--- src/rtl/mac_pkg.sv ---
// Shared constants and state encoding for the MAC sequencer.
package mac_pkg;

  localparam logic [4:0] MAC_OPCODE = 5'b11111;

  localparam logic [2:0] F3_MAC = 3'b000;
  localparam logic [2:0] F3_MUL = 3'b001;
  localparam logic [2:0] F3_CLR = 3'b010;
  localparam logic [2:0] F3_RD  = 3'b011;

  typedef enum logic [1:0] {
    IDLE,
    MUL,
    ACC,
    DONE
  } state_e;

endpackage

--- src/rtl/mac_iter_mul.sv ---
// Iterative shift-add multiplier: one multiplier bit per cycle, low XLEN bits of the product kept.
module mac_iter_mul #(
  parameter int XLEN = 32
) (
  input  logic            clk,
  input  logic            rst_n,
  input  logic            start_i,
  input  logic            abort_i,
  input  logic [XLEN-1:0] a_i,
  input  logic [XLEN-1:0] b_i,
  output logic            done_o,
  output logic [XLEN-1:0] prod_o
);

  localparam int CW = $clog2(XLEN);

  logic [XLEN-1:0] r_mcand;
  logic [XLEN-1:0] r_mplr;
  logic [XLEN-1:0] r_prod;
  logic [CW-1:0]   r_cnt;
  logic            r_busy;
  logic            w_last;

  assign w_last = (r_cnt == CW'(XLEN - 1));

  // NOTE: state registers use non-blocking assignments so every flop samples pre-edge values.
  always_ff @(posedge clk or negedge rst_n) begin
    if (!rst_n) begin
      r_mcand <= '0;
      r_mplr  <= '0;
      r_prod  <= '0;
      r_cnt   <= '0;
      r_busy  <= 1'b0;
    end else if (abort_i) begin
      r_busy <= 1'b0;
    end else if (start_i) begin
      r_mcand <= a_i;
      r_mplr  <= b_i;
      r_prod  <= '0;
      r_cnt   <= '0;
      r_busy  <= 1'b1;
    end else if (r_busy) begin
      if (r_mplr[0]) r_prod <= r_prod + r_mcand;
      r_mcand <= r_mcand << 1;
      r_mplr  <= r_mplr >> 1;
      r_cnt   <= r_cnt + 1'b1;
      if (w_last) r_busy <= 1'b0;
    end
  end

  // Asserted during the final iteration; the product is complete after this edge.
  assign done_o = r_busy & w_last;
  assign prod_o = r_prod;

endmodule

--- src/rtl/mac_seq_ctrl.sv ---
// Multi-cycle MAC/MUL/CLR/RD sequencer owning the architectural accumulator.
// Define MAC_SAT_EN to make the MAC accumulate saturate on signed overflow.
module mac_seq_ctrl
  import mac_pkg::*;
#(
  parameter int XLEN = 32
) (
  input  logic            clk,
  input  logic            rst_n,
  input  logic            valid_i,
  input  logic [4:0]      inst_type_i,
  input  logic [31:0]     inst_i,
  input  logic [XLEN-1:0] operand_a_i,
  input  logic [XLEN-1:0] operand_b_i,
  input  logic            flush_i,
  output logic            ready_o,
  output logic            stall_o,
  output logic            result_valid_o,
  output logic [XLEN-1:0] result_o,
  output logic [31:0]     inst_o,
  output logic [XLEN-1:0] acc_o
);

  state_e          r_state;
  state_e          w_next;
  logic [2:0]      r_f3;
  logic [31:0]     r_inst;
  logic [XLEN-1:0] r_acc;
  logic [XLEN-1:0] r_result;
  logic [31:0]     r_inst_o;

  logic [2:0]      w_f3_in;
  logic            w_accept;
  logic            w_f3_is_mul;
  logic            w_mul_done;
  logic [XLEN-1:0] w_prod;
  logic [XLEN-1:0] w_sum;
  logic [XLEN-1:0] w_mac_val;
  logic [XLEN-1:0] w_acc_new;

  assign w_f3_in     = inst_i[14:12];
  assign w_f3_is_mul = (w_f3_in == F3_MAC) || (w_f3_in == F3_MUL);
  // A flush in the same cycle blocks the accept.
  assign w_accept    = valid_i & (r_state == IDLE) & (inst_type_i == MAC_OPCODE) & ~flush_i;

  mac_iter_mul #(.XLEN(XLEN)) u_mul (
    .clk     (clk),
    .rst_n   (rst_n),
    .start_i (w_accept & w_f3_is_mul),
    .abort_i (flush_i),
    .a_i     (operand_a_i),
    .b_i     (operand_b_i),
    .done_o  (w_mul_done),
    .prod_o  (w_prod)
  );

  assign w_sum = r_acc + w_prod;

`ifdef MAC_SAT_EN
  logic w_ovf;
  assign w_ovf     = (r_acc[XLEN-1] == w_prod[XLEN-1]) && (w_sum[XLEN-1] != r_acc[XLEN-1]);
  assign w_mac_val = !w_ovf          ? w_sum :
                     r_acc[XLEN-1]   ? {1'b1, {(XLEN-1){1'b0}}} :
                                       {1'b0, {(XLEN-1){1'b1}}};
`else
  assign w_mac_val = w_sum;
`endif

  assign w_acc_new = (r_f3 == F3_MUL) ? w_prod : w_mac_val;

  // NOTE: w_next gets a default before the case so no path leaves it unassigned (no latch).
  always_comb begin
    w_next = r_state;
    unique case (r_state)
      IDLE: if (w_accept) w_next = w_f3_is_mul ? MUL : DONE;
      MUL:  if (flush_i) w_next = IDLE; else if (w_mul_done) w_next = ACC;
      ACC:  w_next = flush_i ? IDLE : DONE;
      DONE: w_next = IDLE;
      default: w_next = IDLE;
    endcase
  end

  always_ff @(posedge clk or negedge rst_n) begin
    if (!rst_n) begin
      r_state  <= IDLE;
      r_f3     <= '0;
      r_inst   <= '0;
      r_acc    <= '0;
      r_result <= '0;
      r_inst_o <= '0;
    end else begin
      r_state <= w_next;
      if (w_accept) begin
        r_f3   <= w_f3_in;
        r_inst <= inst_i;
        if (!w_f3_is_mul) begin
          r_inst_o <= inst_i;
          if (w_f3_in == F3_CLR) begin
            r_acc    <= '0;
            r_result <= '0;
          end else begin
            r_result <= r_acc;
          end
        end
      end
      if (r_state == ACC && !flush_i) begin
        r_acc    <= w_acc_new;
        r_result <= w_acc_new;
        r_inst_o <= r_inst;
      end
    end
  end

  assign ready_o        = (r_state == IDLE);
  assign stall_o        = (w_accept & w_f3_is_mul) | (r_state == MUL) | (r_state == ACC);
  assign result_valid_o = (r_state == DONE);
  assign result_o       = r_result;
  assign inst_o         = r_inst_o;
  assign acc_o          = r_acc;

endmodule

--- config.mk ---
export PLATFORM = sky130hd
export DESIGN_NAME = mac_seq_ctrl
export DESIGN_NICKNAME = d
export VERILOG_FILES = /design/src/rtl/mac_pkg.sv /design/src/rtl/mac_iter_mul.sv /design/src/rtl/mac_seq_ctrl.sv
export SDC_FILE = /design/constraint.sdc
export NUM_CORES = 1
export LEC_CHECK = 0
export CAP_MARGIN = 20
export CORE_MARGIN = 2
export CORE_UTILIZATION = 50
export DETAILED_ROUTE_END_ITERATION = 12
export PLACE_DENSITY = 0.76
export SLEW_MARGIN = 10
export SYNTH_ARGS = -nofsm -noshare
export SYNTH_HDL_FRONTEND = slang
export SYNTH_SLANG_ARGS = --single-unit
export TNS_END_PERCENT = 30
--- constraint.sdc ---
create_clock -name clk -period 4.3 [get_ports clk]
set_clock_uncertainty 0.1 [all_clocks]
set_input_delay 0.43 -clock clk [delete_from_list [all_inputs] [get_ports clk]]
set_output_delay 0.43 -clock clk [all_outputs]
set_load 0.03 [all_outputs]
### The metal 1 layer

Cells faint in the background.
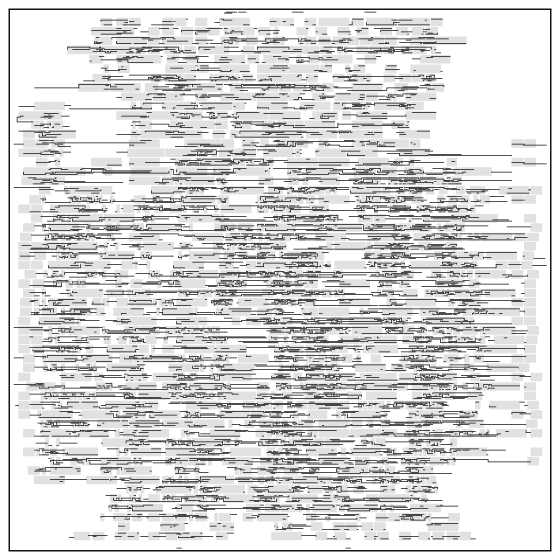
wire length on this layer = 13200 um
main direction = horizontal
share of all routed wire = 46%
nets with wire on the layer = 1454
longest straight run = 42.8 um
M1 GR Usage: 33.2%
DRT Wirelength: 28400 um

### The metal 2 layer

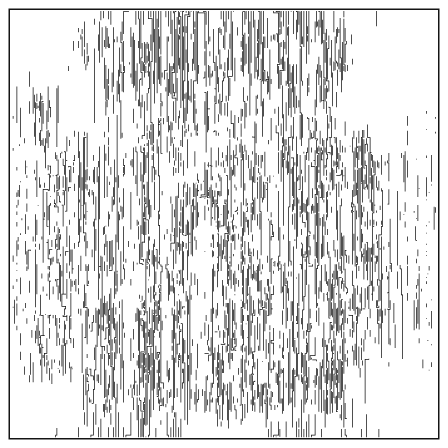
wire length on this layer = 13200 um
share of all routed wire = 46%
main direction = vertical
via count: 9887
grt met2 use: 37.6%

### Metal 4

Cells faint in the background.
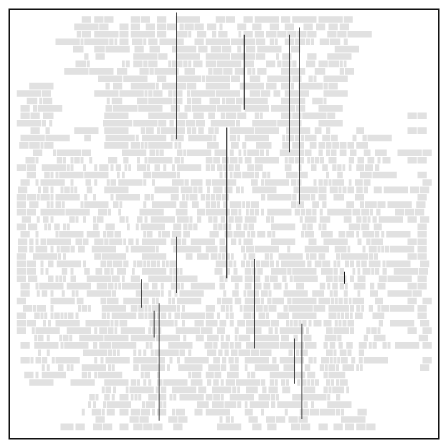
wire length on this layer = 407 um
nets with wire on the layer = 11
longest straight run = 64.6 um

==> deck_impl_summary.md <==
Synthesis and Place & Route Summary

Status
  • Outcome: finished clean

Critical path
  • Setup crit start kind: flip-flop
  • CP required: 4520 ps
  • Worst-path maximum fanout: 4
  • Buffer and inverter count on the worst path: 1
  • FF-to-FF End: u_mul.prod_o[28]$_DFFE_PN0P_
  • CP arrival: 3660 ps
  • FF-to-FF Start: u_mul.prod_o[0]$_DFFE_PN0P_
  • Slowest-stage cell, CP: dfrtp_1
  • Cell family with most CP delay: AND-OR/OR-AND gates
  • Worst Setup SP: u_mul.prod_o[0]$_DFFE_PN0P_
  • CP Capture Point: u_mul.prod_o[28]$_DFFE_PN0P_
  • Kind of critical path: flip-flop to flip-flop
  • Slowest Stage Delay on Critical Path: 410 ps
  • CP cell instances: ha_1 > inv_1 > fa_1 > nor2b_1 > o21a_1 > o21ai_1 > a2111o_1 > a31oi_1 > o22a_1 > a21oi_1 > nor4_1 > o21ai_0 > a32o_1

Cells and area
  • Filler cell count: 2001
  • Number of diodes: 0
  • Post-Layout Cell Count: 1775
  • Top Layout Cells: nand2_1, clkdlybuf4s50_1, dfrtp_1
  • Fraction of area in registers: 34.6%
  • Non-clock inverters: 19
  • Utilization after layout: 62.2%
  • Area-dominant class: logic gates
  • Multi-input gate area: 6190 um2
  • Design area: 14500 um2
  • Buffering overhead: 15.0%
  • Commonest Layout Cell: nand2_1
  • Clkbuf count: 17
  • Flops: 200
  • Combinational share of cell area: 42.8%
  • Final nets: 1614

Timing
  • Final hold violation count: 0
  • Unrepaired setup endpoints after global routing: no
  • Max Freq: 0.291 GHz
  • Setup TNS: 0 ps
  • Final setup viols: 0
  • Worst-Margin Slew: 1010 ps
  • Max_slew headroom: 32.5%
  • Worst hold slack: 24.4 ps
  • Final Cycle Share: 80.0%
  • Min Tclk post-route: 3440 ps

Power and ir drop
  • Comb pwr share: 14.0%
  • Sequential Power Share: 47.4%
  • Power Dens Cells: 310 nW/um2
  • Peak supply drop: 0.273 mV
  • Switching power: 1.21 mW
  • Top pwr grp: sequential cells
  • Pwr Total: 4.49 mW
  • Sw frac: 27.1%
  • Internal power: 3.27 mW
  • Clock share of power: 38.6%
  • P_seq: 2.12 mW

Routing
  • DR pass1 iterations: 5
  • DRC: 0
  • Detail Route met3 WL: 1610 um
  • Met2 wire len: 13200 um
  • Wire length per cell: 16.0 um
  • Antenna Nets Post-Route: 0
  • DR vias/cell: 5.57
  • M1 WL: 13200 um

Place
  • Placer congestion estimate: 0.857
  • HPWL Detailed: 20500 um
  • Dpl cells: 1743
  • Setup WS pre-CTS: 891 ps
  • IO Port Bufs: 203
  • DP Area: 13800 um2

Die
  • Tap cell count: 319
  • Chip width: 157 um
  • Floorplan core density: 50.4%
  • Chip footprint: 24700 um2
  • Rows: 56
  • Core Box Area: 23300 um2

Global route
  • First-pass GRT wire length: 47000 um
  • Largest net degree at the start of global routing: 130
  • GRT met3 Usage: 4.27%
  • Initial antenna violation count: 0
  • Global route hottest layer: met2
  • Total GRT Usage: 23.5%
  • Number of global-route vias before repair: 9344

Clock network
  • H-Tree Depth: 4
  • CTS Buf Count: 17
  • Late-Pin Clk Latency: 430 ps
  • Post-CTS setup buffer count: 0
  • CTS tree: yes
  • Resize count post-CTS: 0
  • Root Driver: clkbuf_16
  • Hold buffers post-CTS: 0
  • Worst-path clk slew: 80 ps
  • CTS Sinks: 200

Synth
  • Flip-flops with a built-in enable: 0
  • Top area cell types: dfrtp_1, nand2_1, ha_1
  • Post-Synth Adder-Cell Area: 7.17%
  • Commonest cells post-synth: nand2_1, dfrtp_1, nor2_1
  • Distinct lib cells used: 62
  • Main logic family: AND-OR/OR-AND gates
  • Syn Nets: 1475
  • Area share, top type: 42.7%
  • Post-synthesis cell area: 11700 um2
  • Multiplexer share: 6.21%
  • Gate Count Post-Synth: 1304
  • Yosys aoi share: 20.1%
  • Post-synth area from yosys stat: 11700 um2
  • Seq share, synth: 42.7%
  • Post-Synth XOR/XNOR Area: 3.88%
  • Ys async rst share: 100%
  • Ys Warns: 0
  • Most used flip-flop cell: dfrtp_1

Run
  • Tool Warnings: 30
  • Max cap viols: 0
No activity file was given, so power comes from the tool's default toggle rates.
